==> images/power_grid.png <==
Pins as bars on the die edge. Tap cells in grey.
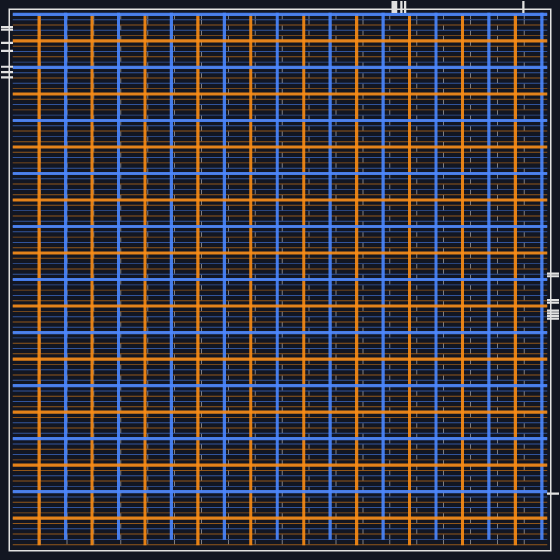
==> images/placement.png <==
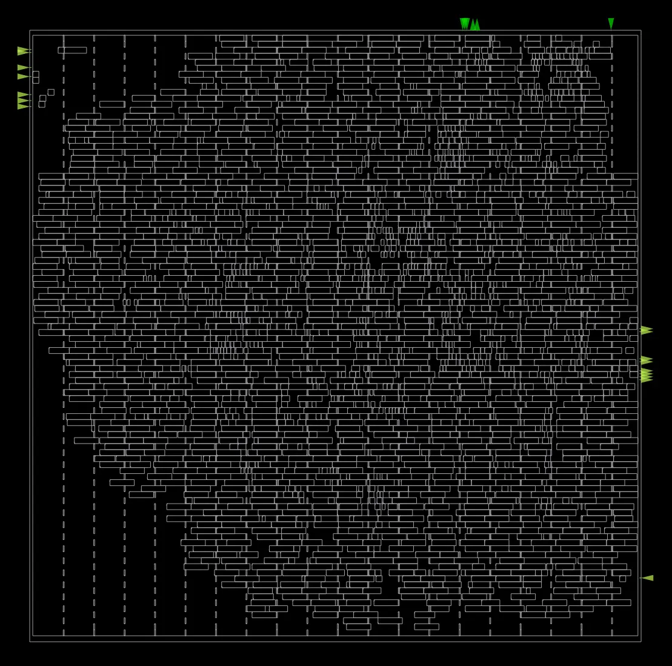
==> images/placement_by_type.png <==
Bar = 100 microns. Fill, decap, tap and diode cells in grey.
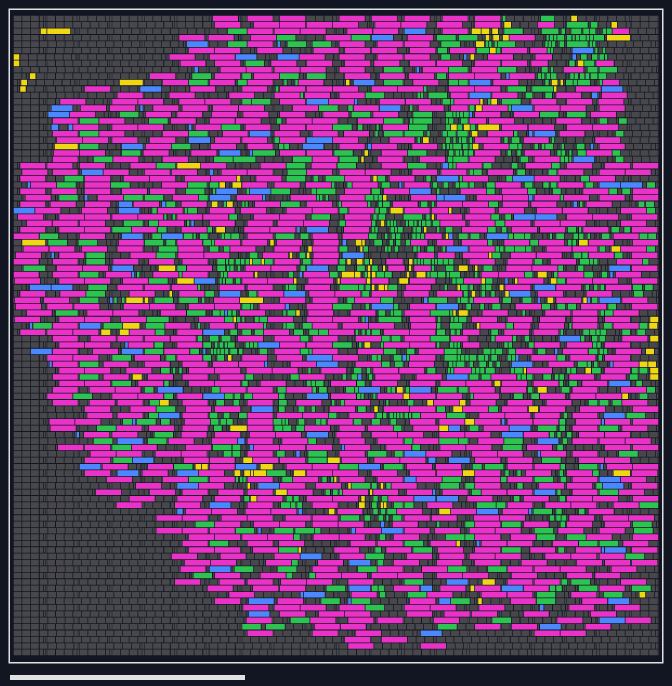
--- config.mk ---
export PLATFORM = sky130hd
export DESIGN_NAME = fifo1
export DESIGN_NICKNAME = d
export VERILOG_FILES = /design/src/rtl/fifo1_pkg.sv /design/src/rtl/fifo1_mem.sv /design/src/rtl/fifo1.sv
export SDC_FILE = /design/constraint.sdc
export NUM_CORES = 1
export LEC_CHECK = 0
export CAP_MARGIN = 20
export CORE_UTILIZATION = 55
export DETAILED_ROUTE_END_ITERATION = 8
export GPL_TIMING_DRIVEN = 0
export MAX_ROUTING_LAYER = met4
export PLACE_DENSITY = 0.72
export SYNTH_ARGS = -nofsm -noshare
export SYNTH_HDL_FRONTEND = slang
export SYNTH_SLANG_ARGS = --single-unit
--- constraint.sdc ---
create_clock -name wclk -period 3.2 [get_ports wclk]
set_input_delay 0.96 -clock wclk [delete_from_list [all_inputs] [get_ports wclk]]
set_output_delay 0.96 -clock wclk [all_outputs]
set_load 0.005 [all_outputs]
--- src/rtl/fifo1_pkg.sv ---
// Shared constants and the per-cycle operation type for the single-clock FIFO.
package fifo1_pkg;

  localparam int DEFAULT_DSIZE = 8;
  localparam int DEFAULT_ASIZE = 7;
  localparam int DEPTH         = 2 ** DEFAULT_ASIZE;

  // What the FIFO actually does on a given edge, after full/empty gating
  typedef enum logic [1:0] {
    OP_IDLE = 2'b00,
    OP_PUSH = 2'b01,
    OP_POP  = 2'b10,
    OP_BOTH = 2'b11
  } fifo_op_e;

  // Combine the accepted push and pop strobes into one operation code
  function automatic fifo_op_e decode_op(input logic do_push, input logic do_pop);
    fifo_op_e op;
    case ({do_pop, do_push})
      2'b01:   op = OP_PUSH;
      2'b10:   op = OP_POP;
      2'b11:   op = OP_BOTH;
      default: op = OP_IDLE;
    endcase
    return op;
  endfunction

endpackage

--- src/rtl/fifo1_mem.sv ---
// Word storage for fifo1: synchronous write port and a registered read port.
// The read register clears on reset so the popped-data output starts at zero;
// the array itself is never cleared.
module fifo1_mem
  import fifo1_pkg::*;
#(
  parameter int DSIZE = DEFAULT_DSIZE,
  parameter int ASIZE = DEFAULT_ASIZE
) (
  input  logic             wclk,
  input  logic             wrst_n,
  input  logic             we,
  input  logic [ASIZE-1:0] waddr,
  input  logic [DSIZE-1:0] wdata,
  input  logic             re,
  input  logic [ASIZE-1:0] raddr,
  output logic [DSIZE-1:0] rdata
);

  logic [DSIZE-1:0] mem [2**ASIZE];

  // Store the incoming word when the write is enabled
  always_ff @(posedge wclk) begin
    if (we) begin
      mem[waddr] <= wdata;
    end
  end

  // Load the read register on an enabled read, hold it otherwise
  always_ff @(posedge wclk) begin
    if (!wrst_n) begin
      rdata <= '0;
    end else if (re) begin
      rdata <= mem[raddr];
    end
  end

endmodule

--- src/rtl/fifo1.sv ---
// Single-clock FIFO: pointers, occupancy count and flags around fifo1_mem.
// Flags decode only the registered count, so winc/rinc never reach them
// combinationally.
module fifo1
  import fifo1_pkg::*;
#(
  parameter int DSIZE = DEFAULT_DSIZE,
  parameter int ASIZE = DEFAULT_ASIZE
) (
  input  logic             wclk,
  input  logic             wrst_n,
  input  logic [DSIZE-1:0] wdata,
  input  logic             winc,
  input  logic             rinc,
  output logic [DSIZE-1:0] rdata,
  output logic             wfull,
  output logic             rempty
);

  localparam logic [ASIZE:0] FULL_COUNT = {1'b1, {ASIZE{1'b0}}};

  logic [ASIZE-1:0] wptr;
  logic [ASIZE-1:0] rptr;
  logic [ASIZE:0]   count;
  logic             do_push;
  logic             do_pop;
  fifo_op_e         op;

  assign wfull  = (count == FULL_COUNT);
  assign rempty = (count == '0);

  // Gate requests by the flags and by reset so nothing moves in a reset cycle
  always_comb begin
    do_push = 1'b0;
    do_pop  = 1'b0;
    if (wrst_n) begin
      do_push = winc & ~wfull;
      do_pop  = rinc & ~rempty;
    end
    op = decode_op(do_push, do_pop);
  end

  // Advance pointers on accepted transfers and track occupancy
  always_ff @(posedge wclk) begin
    if (!wrst_n) begin
      wptr  <= '0;
      rptr  <= '0;
      count <= '0;
    end else begin
      if (do_push) begin
        wptr <= wptr + 1'b1;
      end
      if (do_pop) begin
        rptr <= rptr + 1'b1;
      end
      case (op)
        OP_PUSH: count <= count + 1'b1;
        OP_POP:  count <= count - 1'b1;
        default: count <= count;
      endcase
    end
  end

  fifo1_mem #(
    .DSIZE(DSIZE),
    .ASIZE(ASIZE)
  ) u_mem (
    .wclk  (wclk),
    .wrst_n(wrst_n),
    .we    (do_push),
    .waddr (wptr),
    .wdata (wdata),
    .re    (do_pop),
    .raddr (rptr),
    .rdata (rdata)
  );

endmodule

==> results.toml <==
# physical design summary
[worst_hold_path]
min_from = "count[5]"
min_delay_path_depth = 2

[yosys]
top_cell = "edfxtp_1"
ys_seq_share_pct = 75.4
synthDistinctLibCells = 58
simple_gate_share_pct = 3.63
ys_sh_adder_pct = 0.319
logic_family = "multiplexers"

[pwr]
power.group.top = "sequential cells"
p_leak_nw = 14.3
p_sw_mw = 7.68
vdd_drop_max_mv = 0.556

[cells_and_area]
finalNetCount = 2334
seq_area_sq_mm = 0.0314

[worst_setup_path]
r2r_cells = 13
cp.depth = 13
worstPathArrival_ns = 3.84
cp-start-kind = "register"
reg2reg_from = "count[4]"

[place]
dp_hpwl_microns = 69500
placed_cells = 3160

[outcome]
status = "complete, but fails checks"
violations = "negative setup slack"

[floorplanning]
die_w_microns = 277

[job]
maxCapViolations = 0
warnings = 29

[clock_network]
cts-resized-gates = 173
clockRootBuffer = "clkbuf_16"

[drt]
viasPerCell = 6.59
wirelength_microns = 106000
vias = 22182
drtIter0Drc = 3159

[final_timing]
worst_pin_slew_ns = 1.13
fin_ws_ns = -0.0456
finalSetupViolations = 6
fin_crit_sh_pct = 101
fin_skew_ns = 0.0280

[grt]
grt_busiest_layer = "met2"
-- power_grid.png (at the start) --
legend:
  VSS:
    colour: orange
  VDD:
    colour: blue
signal pins: 22
tap cells: 969
rows: 100
met5 straps: 20
met1 rails: 101

-- placement.png (at the start) --
flip-flops: 1054
Tapcells: 969

-- placement_by_type.png (at the start) --
legend:
  remaining buffers and delay cells:
    colour: yellow
    cells: 171
    share_of_their_area: 3.2%
  combinational and other logic:
    colour: green
    cells: 980
    share_of_their_area: 22%
  sequential cells:
    colour: magenta
    cells: 1054
    share_of_their_area: 68%
  clock drivers and dummy loads:
    colour: blue
    cells: 194
    share_of_their_area: 7.1%
placement row count: 100
final core utilization: 63.5%
flop share of the area: 66.2%
Design Area, Final: 0.0474 sq mm
Core Region: 0.0746 sq mm

